--- config.mk ---
export PLATFORM = sky130hd
export DESIGN_NAME = ex_stage
export DESIGN_NICKNAME = d
export VERILOG_FILES = /design/src/rtl/ex_stage.sv
export SDC_FILE = /design/constraint.sdc
export NUM_CORES = 1
export LEC_CHECK = 0
export CORE_MARGIN = 1.5
export CORE_UTILIZATION = 40
export CTS_CLUSTER_SIZE = 16
export DETAILED_ROUTE_END_ITERATION = 6
export PLACE_DENSITY = 0.63
export SYNTH_ARGS = -nofsm -noshare
export SYNTH_HDL_FRONTEND = slang
export SYNTH_SLANG_ARGS = --single-unit
--- constraint.sdc ---
create_clock -name clock -period 5.5 [get_ports clock]
set_clock_uncertainty 0.1 [all_clocks]
set_input_delay 0.55 -clock clock [delete_from_list [all_inputs] [get_ports clock]]
set_output_delay 0.55 -clock clock [all_outputs]
set_load 0.005 [all_outputs]
--- src/rtl/ex_stage.sv ---
// Execute stage: ALU, branch target and an iterative shift-add multiplier feeding EX/MEM.
// Latency 1 cycle (mul: WIDTH+1 cycles); stall holds IF/ID and ID/EX while a multiply runs.
module ex_stage #(
  parameter int WIDTH = 32
) (
  input  logic             clock,
  input  logic             reset,
  input  logic [WIDTH-1:0] inR1,
  input  logic [WIDTH-1:0] inR2,
  input  logic [WIDTH-1:0] inAddress,
  input  logic [WIDTH-1:0] inPc,
  input  logic [1:0]       inAluCtrl,
  input  logic [0:8]       inControlBits,
  input  logic [4:0]       inWriteRegister,
  input  logic             inValid,
  input  logic             inFlush,
  output logic             stall,
  output logic [WIDTH-1:0] outAluResult,
  output logic [WIDTH-1:0] outR2,
  output logic [WIDTH-1:0] outBranchTarget,
  output logic             outZero,
  output logic [0:8]       outControlBits,
  output logic [4:0]       outWriteRegister,
  output logic             outValid
);

  localparam int CW = $clog2(WIDTH);

  typedef enum logic {IDLE, MUL} state_t;

  state_t           state_q, state_d;
  logic [CW-1:0]    count_q;
  logic [WIDTH-1:0] mcand_q, mplier_q, acc_q;
  logic [WIDTH-1:0] acc_next, alu_res, res_d;
  logic [5:0]       funct;
  logic             is_mul, mul_start, mul_last, valid_d;

  assign funct     = inAddress[5:0];
  assign is_mul    = (inAluCtrl == 2'b10) && (funct == 6'h18);
  assign mul_start = (state_q == IDLE) && inValid && is_mul && !inFlush;
  assign mul_last  = (state_q == MUL) && (count_q == CW'(WIDTH-1));
  assign acc_next  = acc_q + (mplier_q[0] ? mcand_q : '0);

  always_comb begin
    alu_res = inR1 + inR2;
    case (inAluCtrl)
      2'b01: alu_res = inR1 - inR2;
      2'b10: begin
        case (funct)
          6'h22:   alu_res = inR1 - inR2;
          6'h24:   alu_res = inR1 & inR2;
          6'h25:   alu_res = inR1 | inR2;
          6'h2A:   alu_res = ($signed(inR1) < $signed(inR2)) ? WIDTH'(1) : '0;
          default: alu_res = inR1 + inR2;
        endcase
      end
      default: alu_res = inR1 + inR2;
    endcase
  end

  // stall is a pure function of FSM state and the presented instruction.
  always_comb begin
    state_d = state_q;
    stall   = 1'b0;
    valid_d = 1'b0;
    if (inFlush) begin
      state_d = IDLE;
    end else if (state_q == IDLE) begin
      if (mul_start) begin
        state_d = MUL;
        stall   = 1'b1;
      end else begin
        valid_d = inValid;
      end
    end else if (mul_last) begin
      state_d = IDLE;
      valid_d = 1'b1;
    end else begin
      stall = 1'b1;
    end
    if (!reset) stall = 1'b0;
  end

  assign res_d = (state_q == MUL) ? acc_next : alu_res;

  always_ff @(posedge clock or negedge reset) begin
    if (!reset) begin
      state_q  <= IDLE;
      count_q  <= '0;
      mcand_q  <= '0;
      mplier_q <= '0;
      acc_q    <= '0;
    end else begin
      state_q <= state_d;
      if (mul_start) begin
        mcand_q  <= inR1;
        mplier_q <= inR2;
        acc_q    <= '0;
        count_q  <= '0;
      end else if (state_q == MUL) begin
        mcand_q  <= mcand_q << 1;
        mplier_q <= mplier_q >> 1;
        acc_q    <= acc_next;
        count_q  <= count_q + 1'b1;
      end
    end
  end

  always_ff @(posedge clock or negedge reset) begin
    if (!reset) begin
      outAluResult     <= '0;
      outR2            <= '0;
      outBranchTarget  <= '0;
      outZero          <= 1'b0;
      outControlBits   <= '0;
      outWriteRegister <= '0;
      outValid         <= 1'b0;
    end else begin
      outAluResult     <= res_d;
      outR2            <= inR2;
      outBranchTarget  <= inPc + (inAddress << 2);
      outZero          <= (res_d == '0);
      outControlBits   <= inControlBits;
      outWriteRegister <= inWriteRegister;
      outValid         <= valid_d;
    end
  end

endmodule

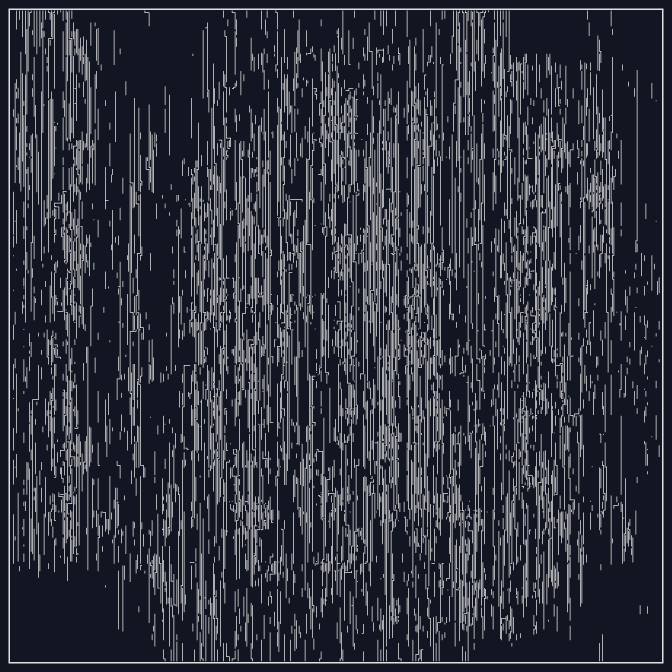
**Above:** metal 2.
longest straight run = 87.7 um
main direction = vertical
nets with wire on the layer = 2142
share of all routed wire = 43%

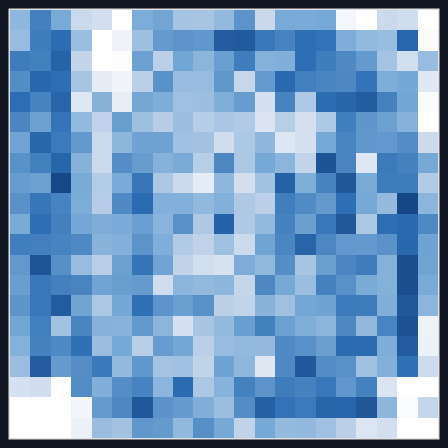
**Above:** placement density heat map.
21 x 21 tiles, from white (low) to dark blue (high), 0 to 100% covered.
nearly empty tiles = 4.1%
tiles over 75% full = 9.8%
fullest tile = 91%

==> flow_summary.json <==
{
  "mux_area_frac": 0.01581,
  "die_area_um2": 42370,
  "yosys_cells": 1960,
  "p_sw_mw": 1.650,
  "intPower_mw": 3.657,
  "final-setup-viol-count": 0,
  "wl_met3_um": 5164,
  "enable_flop_cells": 0,
  "top_area_frac": 0.3254,
  "slowest_delay_ns": 0.99,
  "postCtsResizedCells": 0,
  "whs_endpoint": "outControlBits[3]$_DFF_PN0_",
  "crit_path_start_kind": "register",
  "crit_family": "AND-OR/OR-AND gates",
  "routabilityCongestion": 0.9885,
  "buffers_excl_clock": 406,
  "power.leakage_nw": 9.801,
  "worstHoldStart": "inControlBits[3]",
  "endpoint_kind": "register",
  "drv_cap": 0,
  "final-clk-cell-share": 0.04216,
  "power_mw": 5.307,
  "floorplan.nets": 2272,
  "status": "finished clean",
  "comb_power_mw": 1.68,
  "ff_type": "dfrtp_1",
  "cts_root_buffer": "clkbuf_16",
  "async_reset_ff_frac": 1.000,
  "io_pins": 261,
  "area_leaders": "dfrtp_1 33%, ha_1 12%, nand2_1 5.6%, a21oi_1 4.3%, nor2_1 3.9%",
  "cts_tree": "done",
  "diodes": 0,
  "vias": 16440,
  "clock_power_share": 0.345,
  "wl_um": 61180,
  "synthDistinctLibCells": 83,
  "finalHoldViolCount": 0,
  "critical_path_depth": 15,
  "sequentialPowerShare": 0.338,
  "rows": 74,
  "worstHoldPathCells": 1,
  "fmax_ghz": 0.2030,
  "fin_crit_ns": 4.925,
  "area_growth_pct": 29.64,
  "comb_area_um2": 10300,
  "path_buffers": 2,
  "inv_count": 108
}
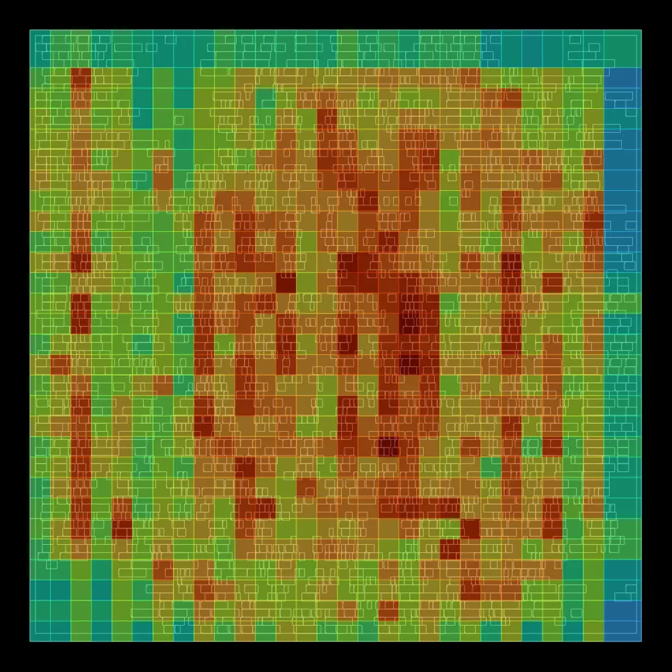
**Above:** routing congestion map.
global route hottest layer: met2
Final Util: 0.5237
met1 Track Usage GR: 0.4095
gr usage total: 0.2868
met3 usage: 0.04530

metrics by stage:
| stage | cell area (um2) | hold WS (ns) |
|---|---|---|
| finish | 21340 | 0.3363 |
| global route | 21340 | 0.3263 |
| CTS | 21340 | 0.3187 |
| detailed placement | 20430 | 0.3645 |
| global placement | 20430 | 0.3595 |
| floorplan | 16460 | 0.1544 |
Yosys cell counts (8+ instances only):
| cell | instances |
|---|---|
| a221oi_1 | 9 |
| or2_2 | 12 |
| mux2i_1 | 26 |
| o31ai_1 | 19 |
| a21oi_1 | 140 |
| nand4_1 | 13 |
| a211oi_1 | 31 |
| a221o_1 | 8 |
| a2111oi_0 | 8 |
| nand2_1 | 244 |
| o221ai_1 | 9 |
| dfrtp_1 | 214 |
| buf_1 | 10 |
| and2_1 | 43 |
| clkbuf_1 | 72 |
| o21a_1 | 20 |
| o21ai_1 | 8 |
| o21ai_0 | 88 |
| o211ai_1 | 17 |
| xor2_1 | 30 |
| o21bai_1 | 12 |
| xnor2_1 | 61 |
| a21boi_0 | 9 |
| nand2b_1 | 18 |
| and3_1 | 15 |
| a22oi_1 | 70 |
| a31oi_1 | 21 |
| nor3_1 | 44 |
| nor2b_1 | 24 |
| nand3_1 | 31 |
| nor2_1 | 171 |
| inv_1 | 102 |
| or4_1 | 11 |
| o22ai_1 | 9 |
| ha_1 | 160 |
| a21o_1 | 44 |
registers in the layout, summed over array words and instances (netlist names):
register,cells
state_q,1
mcand_q,32
acc_q,32
outR2,32
count_q,5
outControlBits,9
mplier_q,32
outValid,1
outWriteRegister,5
outZero,1
outAluResult,32
outBranchTarget,32
cells by family after synthesis:
kind of cell               Yosys count
xor gates and xnor gates            91
muxes                               26
adders and majority gates          164
DFF                                214
buffers and inverters              205
and+or+nand+nor                    659
AOI/OAI and AO/OA                  601
